## src/rtl/dram_port_arbiter.sv

```systemverilog
`default_nettype none
// ============================================================================
// Module   : dram_port_arbiter
// Purpose  : Shares one MIG DDR3 user interface between the serial loader
//            (port 0) and the CPU memory port (port 1). Commands are held
//            until calibration completes. Arbitration is round-robin, and
//            only one transaction is in flight at a time. Each transaction
//            ends with a single-cycle response pulse on its own port.
// Revision : 1.0 - initial release
// ============================================================================
module dram_port_arbiter #(
  parameter int ADDR_W = 28,
  parameter int DATA_W = 128,
  parameter int MASK_W = 16
) (
  input  logic              ui_clk,
  input  logic              rst,
  input  logic              init_calib_complete,
  // port 0 : serial loader
  input  logic              s0_req_valid,
  output logic              s0_req_ready,
  input  logic              s0_req_we,
  input  logic [ADDR_W-1:0] s0_req_addr,
  input  logic [DATA_W-1:0] s0_req_wdata,
  input  logic [MASK_W-1:0] s0_req_wmask,
  output logic              s0_resp_valid,
  output logic [DATA_W-1:0] s0_resp_rdata,
  // port 1 : CPU memory port
  input  logic              s1_req_valid,
  output logic              s1_req_ready,
  input  logic              s1_req_we,
  input  logic [ADDR_W-1:0] s1_req_addr,
  input  logic [DATA_W-1:0] s1_req_wdata,
  input  logic [MASK_W-1:0] s1_req_wmask,
  output logic              s1_resp_valid,
  output logic [DATA_W-1:0] s1_resp_rdata,
  // MIG user interface
  output logic [ADDR_W-1:0] app_addr,
  output logic [2:0]        app_cmd,
  output logic              app_en,
  input  logic              app_rdy,
  output logic [DATA_W-1:0] app_wdf_data,
  output logic [MASK_W-1:0] app_wdf_mask,
  output logic              app_wdf_wren,
  output logic              app_wdf_end,
  input  logic              app_wdf_rdy,
  input  logic [DATA_W-1:0] app_rd_data,
  input  logic              app_rd_data_valid,
  output logic              busy
);

  localparam logic [2:0] S_CALIB   = 3'd0;
  localparam logic [2:0] S_IDLE    = 3'd1;
  localparam logic [2:0] S_WR      = 3'd2;
  localparam logic [2:0] S_RD_CMD  = 3'd3;
  localparam logic [2:0] S_RD_WAIT = 3'd4;
  localparam logic [2:0] S_RESP    = 3'd5;

  localparam logic [2:0] C_CMD_WRITE = 3'b000;
  localparam logic [2:0] C_CMD_READ  = 3'b001;

  logic [2:0]        state_q, state_d;
  logic              cmd_done_q, cmd_done_d;
  logic              dat_done_q, dat_done_d;
  logic              last_grant_q;
  logic              gnt_id_q;
  logic [ADDR_W-1:0] addr_q;
  logic [DATA_W-1:0] wdata_q;
  logic [MASK_W-1:0] wmask_q;
  logic [DATA_W-1:0] rdata0_q;
  logic [DATA_W-1:0] rdata1_q;

  logic w_grant;
  logic w_gnt_id;
  logic w_sel_we;
  logic w_wr_cmd_fire;
  logic w_wr_dat_fire;

  // A grant needs IDLE and calibration still good. When both ports request,
  // the port that did not win last time is chosen. Otherwise the only
  // requester is chosen.
  assign w_grant  = (state_q == S_IDLE) & init_calib_complete &
                    (s0_req_valid | s1_req_valid);
  assign w_gnt_id = (s0_req_valid & s1_req_valid) ? ~last_grant_q : s1_req_valid;
  assign w_sel_we = w_gnt_id ? s1_req_we : s0_req_we;

  // Write command and write data handshake independently of each other.
  assign w_wr_cmd_fire = (state_q == S_WR) & ~cmd_done_q & app_rdy;
  assign w_wr_dat_fire = (state_q == S_WR) & ~dat_done_q & app_wdf_rdy;

  // State register with the write handshake flags.
  always_ff @(posedge ui_clk or posedge rst) begin
    if (rst) begin
      state_q    <= S_CALIB;
      cmd_done_q <= 1'b0;
      dat_done_q <= 1'b0;
    end else begin
      state_q    <= state_d;
      cmd_done_q <= cmd_done_d;
      dat_done_q <= dat_done_d;
    end
  end

  // Next-state logic. After a transaction, a calibration drop sends the FSM back to CALIB.
  always_comb begin
    state_d    = state_q;
    cmd_done_d = cmd_done_q;
    dat_done_d = dat_done_q;
    case (state_q)
      S_CALIB: begin
        if (init_calib_complete) state_d = S_IDLE;
      end
      S_IDLE: begin
        cmd_done_d = 1'b0;
        dat_done_d = 1'b0;
        if (!init_calib_complete) state_d = S_CALIB;
        else if (w_grant)         state_d = w_sel_we ? S_WR : S_RD_CMD;
      end
      S_WR: begin
        cmd_done_d = cmd_done_q | w_wr_cmd_fire;
        dat_done_d = dat_done_q | w_wr_dat_fire;
        if (cmd_done_d && dat_done_d) state_d = S_RESP;
      end
      S_RD_CMD: begin
        if (app_rdy) state_d = S_RD_WAIT;
      end
      S_RD_WAIT: begin
        if (app_rd_data_valid) state_d = S_RESP;
      end
      S_RESP: begin
        state_d = init_calib_complete ? S_IDLE : S_CALIB;
      end
      default: state_d = S_CALIB;
    endcase
  end

  // Transaction capture at grant time and per-port read-data holding registers.
  always_ff @(posedge ui_clk or posedge rst) begin
    if (rst) begin
      last_grant_q <= 1'b1;
      gnt_id_q     <= 1'b0;
      addr_q       <= '0;
      wdata_q      <= '0;
      wmask_q      <= '0;
      rdata0_q     <= '0;
      rdata1_q     <= '0;
    end else begin
      if (w_grant) begin
        gnt_id_q     <= w_gnt_id;
        last_grant_q <= w_gnt_id;
        addr_q       <= w_gnt_id ? s1_req_addr  : s0_req_addr;
        wdata_q      <= w_gnt_id ? s1_req_wdata : s0_req_wdata;
        wmask_q      <= w_gnt_id ? s1_req_wmask : s0_req_wmask;
      end
      if ((state_q == S_RD_WAIT) && app_rd_data_valid) begin
        if (gnt_id_q) rdata1_q <= app_rd_data;
        else          rdata0_q <= app_rd_data;
      end
    end
  end

  // Output decode from the current state. The handshake flags mask already-accepted halves.
  always_comb begin
    s0_req_ready  = w_grant & ~w_gnt_id;
    s1_req_ready  = w_grant &  w_gnt_id;
    app_en        = ((state_q == S_WR) & ~cmd_done_q) | (state_q == S_RD_CMD);
    app_cmd       = (state_q == S_RD_CMD) ? C_CMD_READ : C_CMD_WRITE;
    app_wdf_wren  = (state_q == S_WR) & ~dat_done_q;
    app_wdf_end   = (state_q == S_WR) & ~dat_done_q;
    s0_resp_valid = (state_q == S_RESP) & ~gnt_id_q;
    s1_resp_valid = (state_q == S_RESP) &  gnt_id_q;
    busy          = (state_q != S_IDLE);
  end

  assign app_addr      = addr_q;
  assign app_wdf_data  = wdata_q;
  assign app_wdf_mask  = wmask_q;
  assign s0_resp_rdata = rdata0_q;
  assign s1_resp_rdata = rdata1_q;

endmodule
`default_nettype wire

```

## config.mk

```make
export PLATFORM = sky130hd
export DESIGN_NAME = dram_port_arbiter
export DESIGN_NICKNAME = d
export VERILOG_FILES = /design/src/rtl/dram_port_arbiter.sv
export SDC_FILE = /design/constraint.sdc
export NUM_CORES = 1
export LEC_CHECK = 0
export ABC_AREA = 1
export CORE_AREA = 5 5 359 361
export DETAILED_ROUTE_END_ITERATION = 10
export DIE_AREA = 0 0 364 366
export SLEW_MARGIN = 40
export SYNTH_ARGS = -nofsm -noshare
export SYNTH_HDL_FRONTEND = slang
export SYNTH_SLANG_ARGS = --single-unit
export TNS_END_PERCENT = 20
```

## constraint.sdc

```tcl
create_clock -name ui_clk -period 17.55 [get_ports ui_clk]
set_input_delay 3.51 -clock ui_clk [delete_from_list [all_inputs] [get_ports ui_clk]]
set_output_delay 3.51 -clock ui_clk [all_outputs]
set_load 0.03 [all_outputs]
```

==> run_1/metal_stack.png <==
Only two layers are drawn.
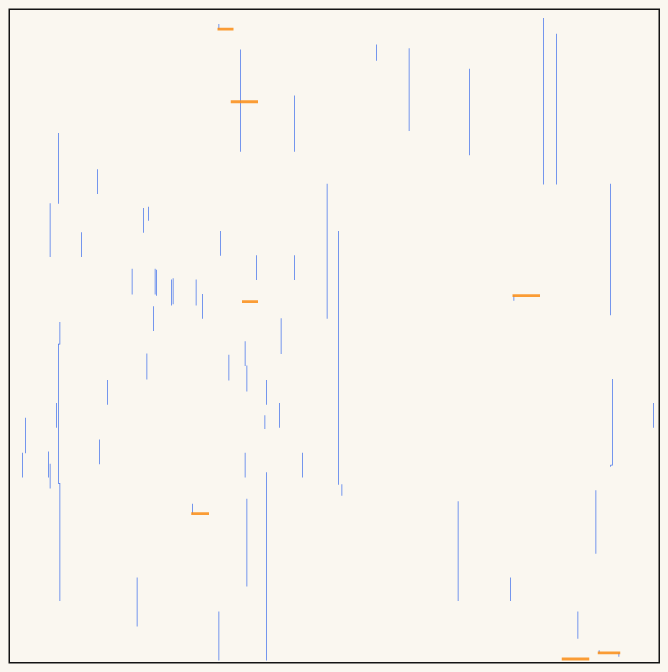
blue -> met4  # wire length 1740 um
orange -> met5  # wire length 75.4 um
total wire length: 103000 um
routed wirelength normalized by instance count: 22.0 um
combined global-route utilization of all metal layers: 0.148
total vias in the final route: 17400

==> run_1/pins.png <==
Pins as bars across the die edge, other pins in gray.
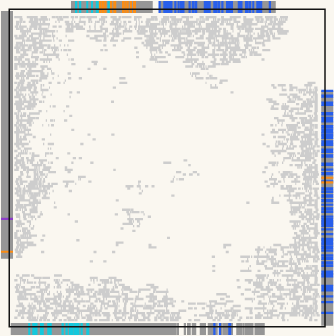
purple -> `init_calib_complete`  # pins 1, direction input, edge left
blue -> `s0_resp_rdata`  # pins 128, direction output, edge 78 right, 46 top, 4 bottom
orange -> `s1_req_wmask`  # pins 16, direction input, edge 13 top, 2 right, 1 left
cyan -> `s1_req_addr`  # pins 28, direction input, edge 21 bottom, 7 top
all pins by edge = 266 bottom, 245 top, 210 left, 200 right
die height: 366 um
Die Width: 364 um

==> impl_metrics.ini, run 1 <==
; implementation run metrics
[finish]
seq-cell-share = 0.356
clock_cell_area_share = 0.0571
buffer_area_frac = 0.309
buffers_excl_clock = 937
layout_top_cells_excl_fill_tap = sky130_fd_sc_hd__clkdlybuf4s50_1 (918), sky130_fd_sc_hd__nand2_1 (802), sky130_fd_sc_hd__dfrtp_1 (434)
seq_area_mm2 = 0.0109
finalNetCount = 3443
layout_top_cell_excl_fill_tap = sky130_fd_sc_hd__clkdlybuf4s50_1
antenna_cells = 17
clock_buffer_count = 74
inverters_excl_clock = 273

[setup_path]
worstPathArrival_ps = 5990
crit_path_top_delay_cell = sky130_fd_sc_hd__clkdlybuf4s50_1
worst_setup_path_startpoint = init_calib_complete
worstRegToRegCells = 7
critical_path_cell_count = 7
setup.worst_path.end_class = output port
crit_end = s0_req_ready
setup.worst_path.start_class = input port
critical_path_buf_inv_count = 4
cp_slowest_stage_delay_ps = 770

[power]
power.leakage_nw = 13.3
power.switching_mw = 2.65
power.sequential.fraction = 0.303
post-layout-total-power_mw = 5.98
cellPowerDensity_mw_per_mm2 = 196
sequential_logic_power_mw = 1.81
pwr.group.clock_mw = 1.12
switching_share = 0.444
power.combinational.fraction = 0.510

[synthesis]
yosys_register_bits = 435
synth-simple-area-share = 0.224
sequential_area_share_after_synthesis = 0.609
synthFlopType = sky130_fd_sc_hd__dfrtp_1
yosys_cells = 2085
yosysTopAreaCell = sky130_fd_sc_hd__dfrtp_1
synth.top_cells.by_area = sky130_fd_sc_hd__dfrtp_1 (61%), sky130_fd_sc_hd__nand2_1 (17%), sky130_fd_sc_hd__o21ai_0 (6.3%)
synth-edff-count = 0
post_synth_mux_area_share = 0
post_synth_main_logic_family = simple AND/OR/NAND/NOR gates
fa_ha_area_frac = 0
synth.cells.most_frequent = sky130_fd_sc_hd__nand2_1 (802), sky130_fd_sc_hd__dfrtp_1 (434), sky130_fd_sc_hd__inv_1 (270), sky130_fd_sc_hd__o21ai_0 (226), sky130_fd_sc_hd__nand3_1 (179)
synth.distinct_cells = 19
synth_top_area_share = 0.607

[outcome]
run_status = completed

[routing]
top_layer_used = met5
ant_nets = 0
via_per_inst = 3.73
detail_route.drc_violations = 0
drtIter0Drc = 1359
drt_first_pass_iters = 5
wire_length_on_met3_um = 9630

[placement]
gp_congestion = 0.842
io_buffers = 918
hpwl_um = 81900
detailed_place.area_mm2 = 0.0287
placedCellCount = 4553

[floorplanning]
fp-row-count = 130
fp_util = 0.143
chip_footprint_mm2 = 0.133

[sta]
achievable-frequency_mhz = 105
clock-skew-final_ps = 22.5
rsz0062_at_grt = false

[run]
drv.max_cap_violation_count = 0
log.warning_count = 37

[clock_tree]
h_tree_lvl_count = 2
tritoncts.num_buffers = 53
cts.repair_timing.setup_buffer_count = 0
clkLatencyLatePin_ps = 630
cts_tree = built
clock_sinks = 435

[min_path]
hold-path-endpoint = last_grant_q$_DFFE_PP1P_

[global_route]
number_of_antenna_violations_at_the_first_check_in_global_routing = 58
==> run_1/met3.png <==
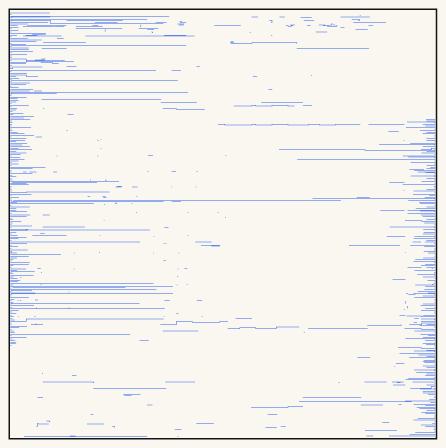
longest straight run = 280 um
nets with wire on the layer = 526
share of all routed wire = 9.4%
main direction = horizontal
wire length on this layer = 9630 um
Global Route met3 Usage: 0.0543

==> run_1/final_congestion.png <==
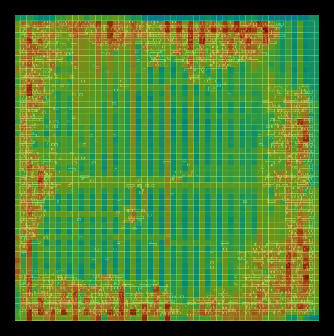
met1 Use GR: 0.183
global route hottest layer: met2
fin util: 0.244
met2 capacity usage during global routing: 0.250

==> run 2: changes to the inputs <==
- clock period: 17.55 -> 8.15 ns (I/O delays scaled with it)
==> run_2/metal_stack.png <==
Only two layers are drawn.
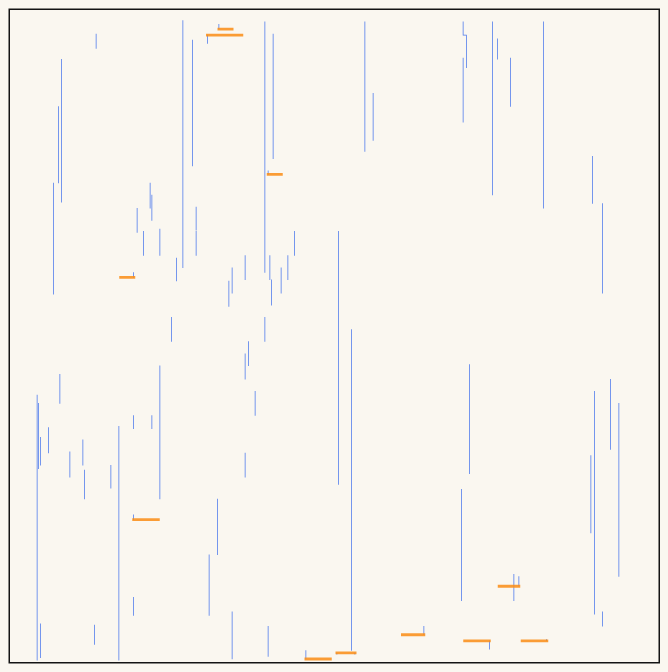
orange -> met5  # wire length 130 um
blue -> met4  # wire length 2870 um
total vias in the final route: 17500
routed wirelength normalized by instance count: 22.1 um

==> run_2/final_congestion.png <==
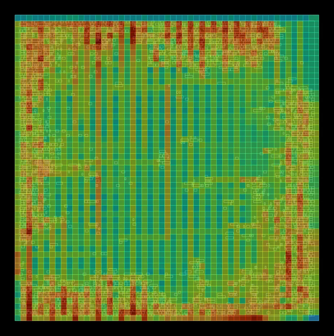
combined global-route utilization of all metal layers: 0.148
Global Route met3 Usage: 0.0568
met2 capacity usage during global routing: 0.245
met1 Use GR: 0.178
fin util: 0.245

==> run 2 against run 1 <==
  * Routed wire length increased by 0.41%
  * Global-route usage about the same
  * Clock power increased by 130%
  * First-iteration DRC count decreased by 13%
  * Sequential share of layout area decreased by 0.15 points
  * Worst hold slack improved by 6.8 ps
  * Critical path depth decreased by 1
  * Clock skew decreased by 3.5 ps
  * Worst setup slack got worse by 5600 ps
  * Sequential power increased by 110%
  * Final area increased by 0.41%
  * Critical endpoint unchanged
  * Largest cell class unchanged
==> impl_metrics.ini, run 2 <==
; implementation run metrics
[setup_path]
worstPathArrival_ps = 4030
critical_path_cell_count = 6
worstRegToRegCells = 9
cp_slowest_stage_delay_ps = 710
setup.worst_path.start_class = input port
worst_setup_path_startpoint = s1_req_valid

[sta]
achievable-frequency_mhz = 177

[finish]
layout_top_cell_excl_fill_tap = sky130_fd_sc_hd__clkdlybuf4s50_1
layout_top_cells_excl_fill_tap = sky130_fd_sc_hd__clkdlybuf4s50_1 (918), sky130_fd_sc_hd__nand2_1 (802), sky130_fd_sc_hd__dfrtp_1 (434)
buffer_area_frac = 0.308
antenna_cells = 16
inverters_excl_clock = 273

[power]
switching_share = 0.443
power.switching_mw = 5.74
sequential_logic_power_mw = 3.88
power.leakage_nw = 13.3
power.sequential.fraction = 0.300
post-layout-total-power_mw = 13.0
power.combinational.fraction = 0.506
pwr.group.clock_mw = 2.52

[routing]
detail_route.drc_violations = 0
wire_length_on_met3_um = 9990
ant_nets = 0
drt_first_pass_iters = 5
drtIter0Drc = 1186

[clock_tree]
cts.repair_timing.setup_buffer_count = 0

[synthesis]
sequential_area_share_after_synthesis = 0.609
synth.top_cells.by_area = sky130_fd_sc_hd__dfrtp_1 (61%), sky130_fd_sc_hd__nand2_1 (17%), sky130_fd_sc_hd__o21ai_0 (6.3%)
synthFlopType = sky130_fd_sc_hd__dfrtp_1
yosysTopAreaCell = sky130_fd_sc_hd__dfrtp_1
synth-simple-area-share = 0.224
yosys_cells = 2085

[outcome]
run_status = completed

[floorplanning]
fp-row-count = 130

[placement]
hpwl_um = 81600

[global_route]
number_of_antenna_violations_at_the_first_check_in_global_routing = 65

[run]
drv.max_cap_violation_count = 0
==> run 3: changes to the inputs <==
- clock period: 8.15 -> 5.55 ns (I/O delays scaled with it)
==> run_3/metal_stack.png <==
Only two layers are drawn.
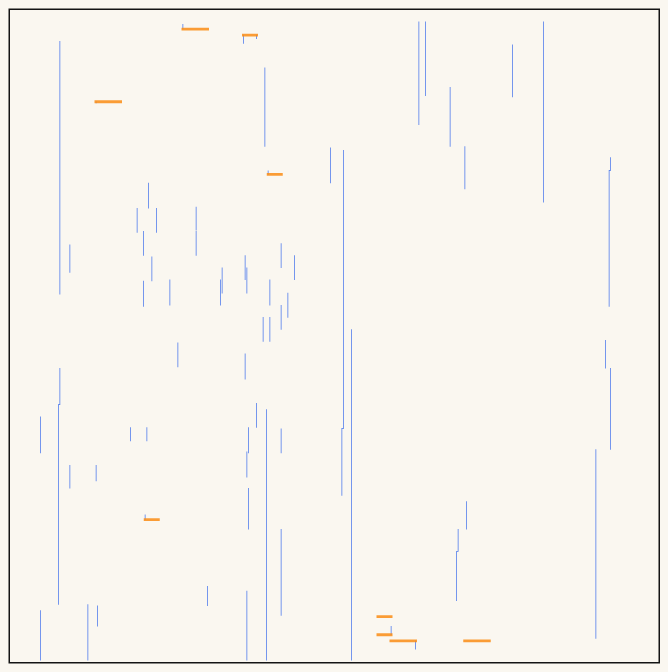
orange -> met5  # wire length 92.0 um
blue -> met4  # wire length 2100 um
total vias in the final route: 17500
total wire length: 104000 um
combined global-route utilization of all metal layers: 0.150
routed wirelength normalized by instance count: 22.3 um

==> run_3/met3.png <==
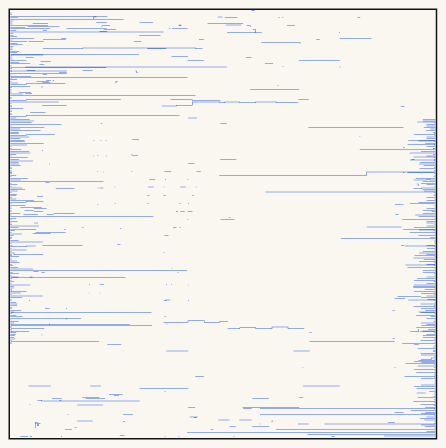
main direction = horizontal
longest straight run = 212 um
Global Route met3 Usage: 0.0478

==> run 3 against run 2 <==
  * Die size did not move
  * Global-route usage up 0.20 points
  * Sequential share of layout area is 0.10 points lower
  * Utilization grew 0.071 points
  * Non-clock buffer count is 11 higher
  * Critical path depth stayed put
  * Synthesized cell count stayed put
==> impl_metrics.ini, run 3 <==
; implementation run metrics
[setup_path]
critical_path_buf_inv_count = 3
worstRegToRegCells = 8
crit_end = s0_req_ready
critical_path_cell_count = 6
setup.worst_path.end_class = output port
setup.worst_path.start_class = input port
cp_slowest_stage_delay_ps = 690
worstPathArrival_ps = 2920
crit_path_top_delay_cell = sky130_fd_sc_hd__clkdlybuf4s50_1

[finish]
clock_cell_area_share = 0.0601
layout_top_cells_excl_fill_tap = sky130_fd_sc_hd__clkdlybuf4s50_1 (918), sky130_fd_sc_hd__nand2_1 (802), sky130_fd_sc_hd__dfrtp_1 (434)
antenna_cells = 12
finalNetCount = 3450
seq-cell-share = 0.354
fin_util = 0.246
layout_top_cell_excl_fill_tap = sky130_fd_sc_hd__clkdlybuf4s50_1
buffer_area_frac = 0.311
buffers_excl_clock = 944
clock_buffer_count = 73
inverters_excl_clock = 273

[synthesis]
synth.top_cells.by_area = sky130_fd_sc_hd__dfrtp_1 (61%), sky130_fd_sc_hd__nand2_1 (17%), sky130_fd_sc_hd__o21ai_0 (6.3%)
synth-warning-count = 0
synth.distinct_cells = 19
synth-edff-count = 0
post_synth_main_logic_family = simple AND/OR/NAND/NOR gates
post_synth_mux_area_share = 0
synth-simple-area-share = 0.224
yosys_cells = 2085
synth.cells.most_frequent = sky130_fd_sc_hd__nand2_1 (802), sky130_fd_sc_hd__dfrtp_1 (434), sky130_fd_sc_hd__inv_1 (270), sky130_fd_sc_hd__o21ai_0 (226), sky130_fd_sc_hd__nand3_1 (179)

[power]
cellPowerDensity_mw_per_mm2 = 621
power.combinational.fraction = 0.504
post-layout-total-power_mw = 19.1
sequential_logic_power_mw = 5.73
switching_share = 0.441
power.sequential.fraction = 0.300
pwr.group.clock_mw = 3.74
power.leakage_nw = 13.4

[routing]
wire_length_on_met3_um = 9090
detail_route.drc_violations = 0
via_per_inst = 3.74
ant_nets = 0
top_layer_used = met5

[floorplanning]
fp-row-count = 130
die_h_um = 366
fp_util = 0.143
chip_footprint_mm2 = 0.133

[sta]
worst_hold_slack_ps = 494
clock-skew-final_ps = 14.9
rsz0062_at_grt = false
achievable-frequency_mhz = 248

[global_route]
globalRouteMet1Util = 0.187
grt_use_met2 = 0.257
grt.busiest_layer = met2

[min_path]
hold-path-endpoint = app_wdf_data[82]$_DFFE_PP0P_

[placement]
hpwl_um = 83300
gp_congestion = 0.874
io_buffers = 918
detailed_place.area_mm2 = 0.0289

[clock_tree]
clock_sinks = 435
h_tree_lvl_count = 2
cts_tree = built
clkLatencyLatePin_ps = 620

[outcome]
run_status = completed

[run]
log.warning_count = 47
Power and IR drop assume default switching activity.
